==> run_1/class_map.png <==
Bar = 20 um. Fill, decap, tap and diode cells in grey.
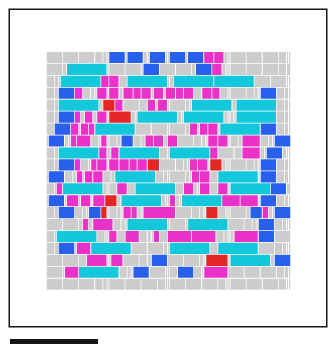
==> run_1/gates.png <==
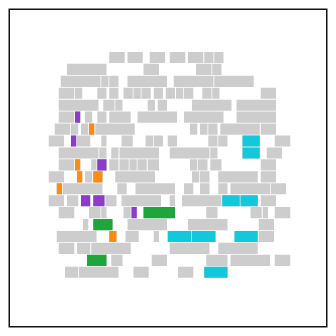
==> run_1/m2.png <==
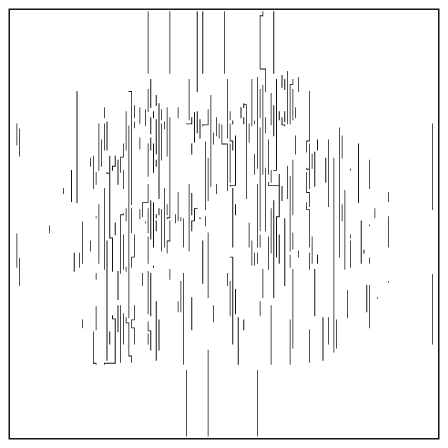
==> config.mk <==
export PLATFORM = sky130hd
export DESIGN_NAME = serial_half_subtractor_unit_flat
export DESIGN_NICKNAME = d
export VERILOG_FILES = /design/src/rtl/serial_half_subtractor_unit_if.sv /design/src/rtl/serial_half_subtractor_unit.sv /design/src/flat_wrapper.sv
export SDC_FILE = /design/constraint.sdc
export NUM_CORES = 1
export LEC_CHECK = 0
export CAP_MARGIN = 40
export CORE_MARGIN = 8
export CORE_UTILIZATION = 45
export CTS_CLUSTER_DIAMETER = 50
export DETAILED_ROUTE_END_ITERATION = 10
export GPL_ROUTABILITY_DRIVEN = 0
export PLACE_DENSITY = 0.73
export REMOVE_ABC_BUFFERS = 1
export SLEW_MARGIN = 20
export SYNTH_ARGS = -nofsm -noshare
export SYNTH_HDL_FRONTEND = slang
export SYNTH_SLANG_ARGS = --single-unit
==> constraint.sdc <==
create_clock -name clk -period 2.8 [get_ports clk]
set_input_delay 0.42 -clock clk [delete_from_list [all_inputs] [get_ports clk]]
set_output_delay 0.42 -clock clk [all_outputs]
set_load 0.01 [all_outputs]
==> impl_metrics.ini, run 1 <==
; implementation run metrics
[outcome]
status = completed

[clocking]
clk_pin_slew_ns = 0.09
hold_buffers = 0

[floorplanning]
initCoreUtil_pct = 46.7
ioPinCount = 32

[logic_synthesis]
ys_cells = 124
postSynthAreaPerCell_sq_um = 11.4
synthArstFlopShare_pct = 100
ys_seq_share_pct = 54.9
synth_flops = 31
yosysUniqueCellTypes = 27

[global_route]
grt_pass1_wl_mm = 5.06
met1_usage_pct = 13.9
grt_overflow = 0

[route]
drtIter0Drc = 97
finalWirelength_mm = 3.09

[critical_path]
reg2reg_slack_ns = 1.38
rr_worst_depth = 3
path_max_fanout = 17

[power]
power_frac_seq_pct = 41.9
combPwrFrac_pct = 43.5
p_int_mw = 1.29

[finish]
insertedDiodeCount = 0
regArea_sq_um = 776

[min_path]
min_path_type = primary input to async pin

[timing]
rsz0062_at_grt = false
layout_min_cycle_time_ns = 2.05
clock_skew_ns = 0.00568

[run]
max_cap_violations = 0
About class_map.png:
remaining buffers and delay cells: shown in blue, cells 34, share of their area 19%. registers: shown in cyan, cells 31, share of their area 45%. clock drivers and dummy loads: shown in red, cells 8, share of their area 4.0%. remaining logic cells: shown in magenta, cells 84, share of their area 32%.
cell area after layout: 0.00179 sq mm
Rows: 20
Finished Core Util: 59.2%
Core Box Area: 0.00303 sq mm
Seq area share: 43.3%

About gates.png:
nand cells: shown in purple, cells 6, most used nand2_1, where west. mux cells: shown in cyan, cells 8. nor cells: shown in orange, cells 6, most used nor2_1, where west. fa/ha/maj cells: shown in green, cells 3, most used ha_1.
Comb/total area: 30.0%
final std cells w/o fill: 201

About m2.png:
157 nets have wire on it. The layer holds 47% of the routed length. The longest straight run is 32.6 um. The wires run mostly vertical.
total vias in the final route: 1,105
GRT met2 Usage: 20.1%

[run 1: final cells by class]
| type | instances | area share (%) |
|---|---|---|
| clock buffers | 8 | 3.84 |
| inverters | 6 | 1.26 |
| multi-input cells | 78 | 30.0 |
| flip-flops and latches | 31 | 43.3 |
| well taps | 44 | 3.07 |
| repair buffers | 34 | 18.6 |
[run 1: per-layer routing]
| metal | part of all wire [%] | up-vias |
|---|---|---|
| met5 | 0 | - |
| met4 | 1.2 | 0 |
| li1 | - | 524 |
| met1 | 42 | 528 |
| met3 | 9.9 | 5 |
| met2 | 47 | 48 |
[run 1: cells in the mapped netlist (2+ instances only)]
master | number | area, sq um
nand2b_1 | 2 | 12.5
ha_1 | 2 | 25.0
inv_1 | 5 | 18.8
mux2_2 | 4 | 45.0
mux2_4 | 4 | 60.1
o21ai_0 | 6 | 30.0
buf_2 | 4 | 20.0
dfrtp_1 | 31 | 776
a22o_1 | 2 | 17.5
nand2_1 | 3 | 11.3
o22ai_1 | 28 | 175
a21oi_1 | 15 | 75.1
nor2_1 | 4 | 15.0
[run 1: kinds of logic after synthesis]
logic type / count (synthesis) / synth area share [%]
multiplexers: 8 / 7.44
flip-flops: 31 / 54.9
AND-OR/OR-AND: 54 / 22.8
AND/OR/NAND/NOR: 13 / 4.69
buffers and inverters: 15 / 7.00
adder cells (fa/ha/maj): 3 / 3.19
[run 1: metrics by stage]
| stage | hold slack (ns) | utilization (%) |
|---|---|---|
| floorplan | 0.456 | - |
| global placement | 0.471 | 56.9 |
| detailed placement | 0.476 | 56.9 |
| CTS | 0.490 | 59.2 |
| global route | 0.515 | 59.2 |
| finish | 0.482 | 59.2 |
[run 1: worst max-delay path, cell delays in order (launching register included)]
cell	delay, ns
dfrtp_1	0.47
inv_2	0.18
nor2_1	0.13
clkdlybuf4s50_1	0.55
[run 1: power by group through the flow]
stage               Sequential (mW)  Clock, mW  Combinational [mW]
CTS                           0.834      0.299               0.874
finish                        0.833      0.291               0.866
global route                  0.862      0.320               0.958
global placement              0.830          0               0.839
detailed placement            0.843          0               0.870
floorplan                     0.832          0               0.530
==> run_1/sizing.png <==
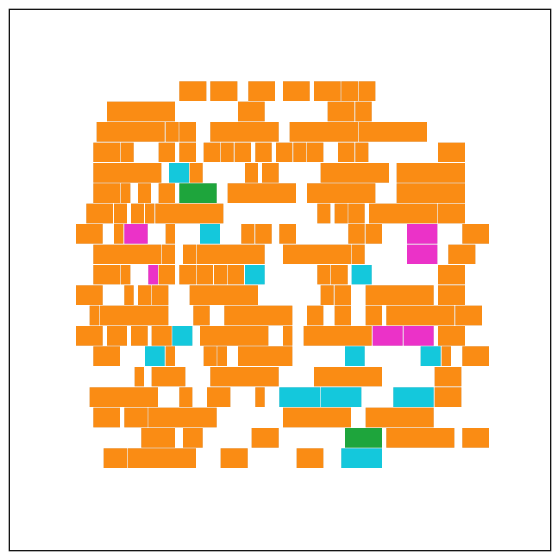

==> run 1 -> run 2 <==
==> constraint.sdc (replaced) <==
create_clock -name clk -period 2.1 [get_ports clk]
set_input_delay 0.315 -clock clk [delete_from_list [all_inputs] [get_ports clk]]
set_output_delay 0.315 -clock clk [all_outputs]
set_load 0.01 [all_outputs]
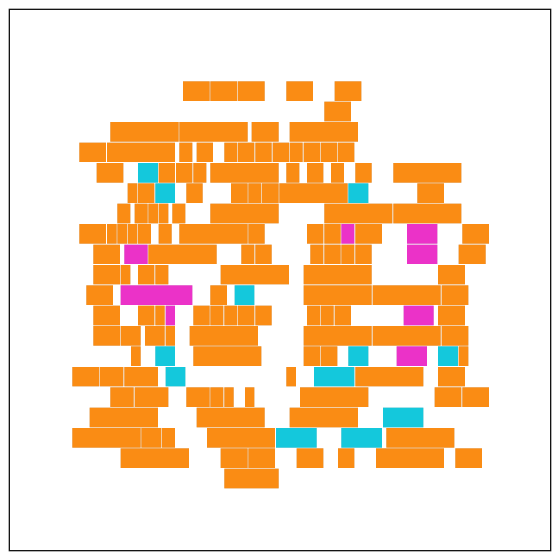
(run_2/sizing.png)
x1 and smaller: shown in orange, cells 137, share 87%. x2: shown in magenta, cells 8, share 5.1%. x3 and x4: shown in cyan, cells 12, share 7.6%.
Signal buffers: 34
synth-to-layout area growth: 25.7%
cell area after layout: 0.00178 sq mm
slack of the critical path: 0.160 ns

==> run 2 against run 1 <==
Setup slack lost 0.59 ns; design area shrank 0.98%; final cell count is the same; sequential share of layout area grew 0.50 points; combinational power grew 33%; sequential cell count is the same; clock-buffer cell count shrank 1; global-route usage grew 0.10 points; via count grew 0.18%; non-clock buffer count is the same; critical path type unchanged; largest power group unchanged.
==> impl_metrics.ini, run 2 <==
; implementation run metrics
[outcome]
status = completed

[logic_synthesis]
postSynthAreaPerCell_sq_um = 11.4
synth_flops = 31
ys_seq_share_pct = 54.9
ys_cells = 124
synthArstFlopShare_pct = 100
topCellsByArea = dfrtp_1, o22ai_1, a21oi_1
yosysTopAreaCellShare_pct = 54.9
top_cells_by_count = dfrtp_1, o22ai_1, a21oi_1
top_area_cell = dfrtp_1
yosysUniqueCellTypes = 27
yosysWarnings = 0
top_cell = dfrtp_1

[critical_path]
path_depth = 3
path_max_fanout = 11
worst-path-buf-inv = 2
reg2reg_slack_ns = 0.67
path_cells = nand2b_1 > inv_1 > clkdlybuf4s50_1
cp_top_family = buffers and inverters
cp_slowest_cell = clkdlybuf4s50_1
rr_worst_depth = 3
crit_path_max_incr_delay_ns = 0.54

[timing]
clock_skew_ns = 0.00453
report.final.slew_viol_count = 0
layout_min_cycle_time_ns = 1.94
rsz0062_at_grt = false
tightest_slew_ns = 0.565

[global_route]
grt_pass1_wl_mm = 4.98
grt_overflow = 0

[min_path]
min_path_type = primary input to async pin

[clocking]
clk_pin_slew_ns = 0.09
post_cts_buffers = 0
root_buffer = clkbuf_4

[finish]
final_cells = 201
regArea_sq_um = 777
lay_top_count = clkdlybuf4s50_1
insertedDiodeCount = 0

[route]
wl_per_cell_um = 15.3
drtIter0Drc = 93

[run]
max_cap_violations = 0

[floorplanning]
rows = 20
ioPinCount = 32
core_area_sq_mm = 0.00303

[placed_design]
io_buffers = 31
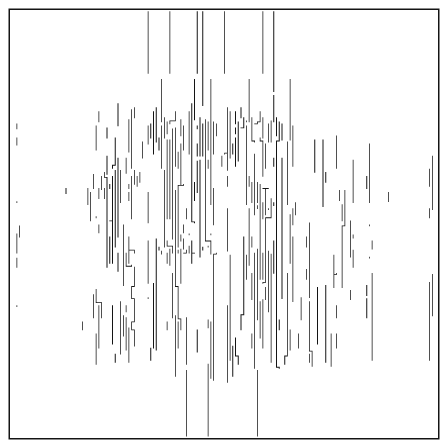
(run_2/m2.png)
The wires run mostly vertical. 156 nets have wire on it. The longest straight run is 38.1 um. The layer holds 48% of the routed length.
GRT met2 Usage: 19.4%
DRT Wirelength: 3.08 mm
total vias in the final route: 1,107

==> run 2: cell counts after synthesis <==
No cell type changed its count.
==> run 2: worst reg2reg max path: cells and delay by family (launching register included) <==
| kind | cells | cell delay [ns] |
|---|---|---|
| AND/OR/NAND/NOR | 1 | 0.15 |
| flip-flops | 1 | 0.49 |
| multiplexers | 1 | 0.38 |
| buffers and inverters | 1 | 0.30 |
==> run 2: repair_timing <==
item,4_1_cts,5_1_grt
hold buffers,0,0
endpoints found under the setup margin,0,1
resized,0,1
==> run 2: layer usage <==
layer / part of all wire [%] / GRT usage (%) / vias up
li1: - / - / 524
met1: 43 / 13.8 / 530
met2: 48 / 19.4 / 49
met3: 8.2 / 6.34 / 4
met4: 1.2 / 4.99 / 0
met5: 0 / 0 / -
==> run 2: where the power goes <==
| part | internal [mW] | switching (mW) |
|---|---|---|
| Clock | 0.130 | 0.189 |
| Combinational | 0.641 | 0.507 |
| Sequential | 0.886 | 0.228 |
| Total | 1.66 | 0.923 |
==> run 2: cells by family (layout without fill, tap and decap cells) <==
logic type                 Yosys count  after routing  synth area share [%]
adders and majority gates            3              3                  3.19
DFF                                 31             31                  54.9
buffers and inverters               15             48                  7.00
and+or+nand+nor                     13             13                  4.69
AOI/OAI and AO/OA                   54             54                  22.8
muxes                                8              8                  7.44
==> run 2: cell type report <==
type,count,share of cell area [%]
multi-input combinational,78,30.3
clock buffer,7,2.54
timing repair buffer,34,18.7
inverter,6,1.27
clock inverter,1,0.282
tap,44,3.10
sequential,31,43.8
==> run 2: per-stage QoR <==
step / hold WS [ns] / util, %
5_1_grt: 0.375 / 58.6
4_1_cts: 0.368 / 58.6
3_3_place_gp: 0.472 / 56.9
2_1_floorplan: 0.401 / -
3_5_place_dp: 0.482 / 56.9
6_report: 0.362 / 58.6
No activity file was given, so power comes from the tool's default toggle rates.
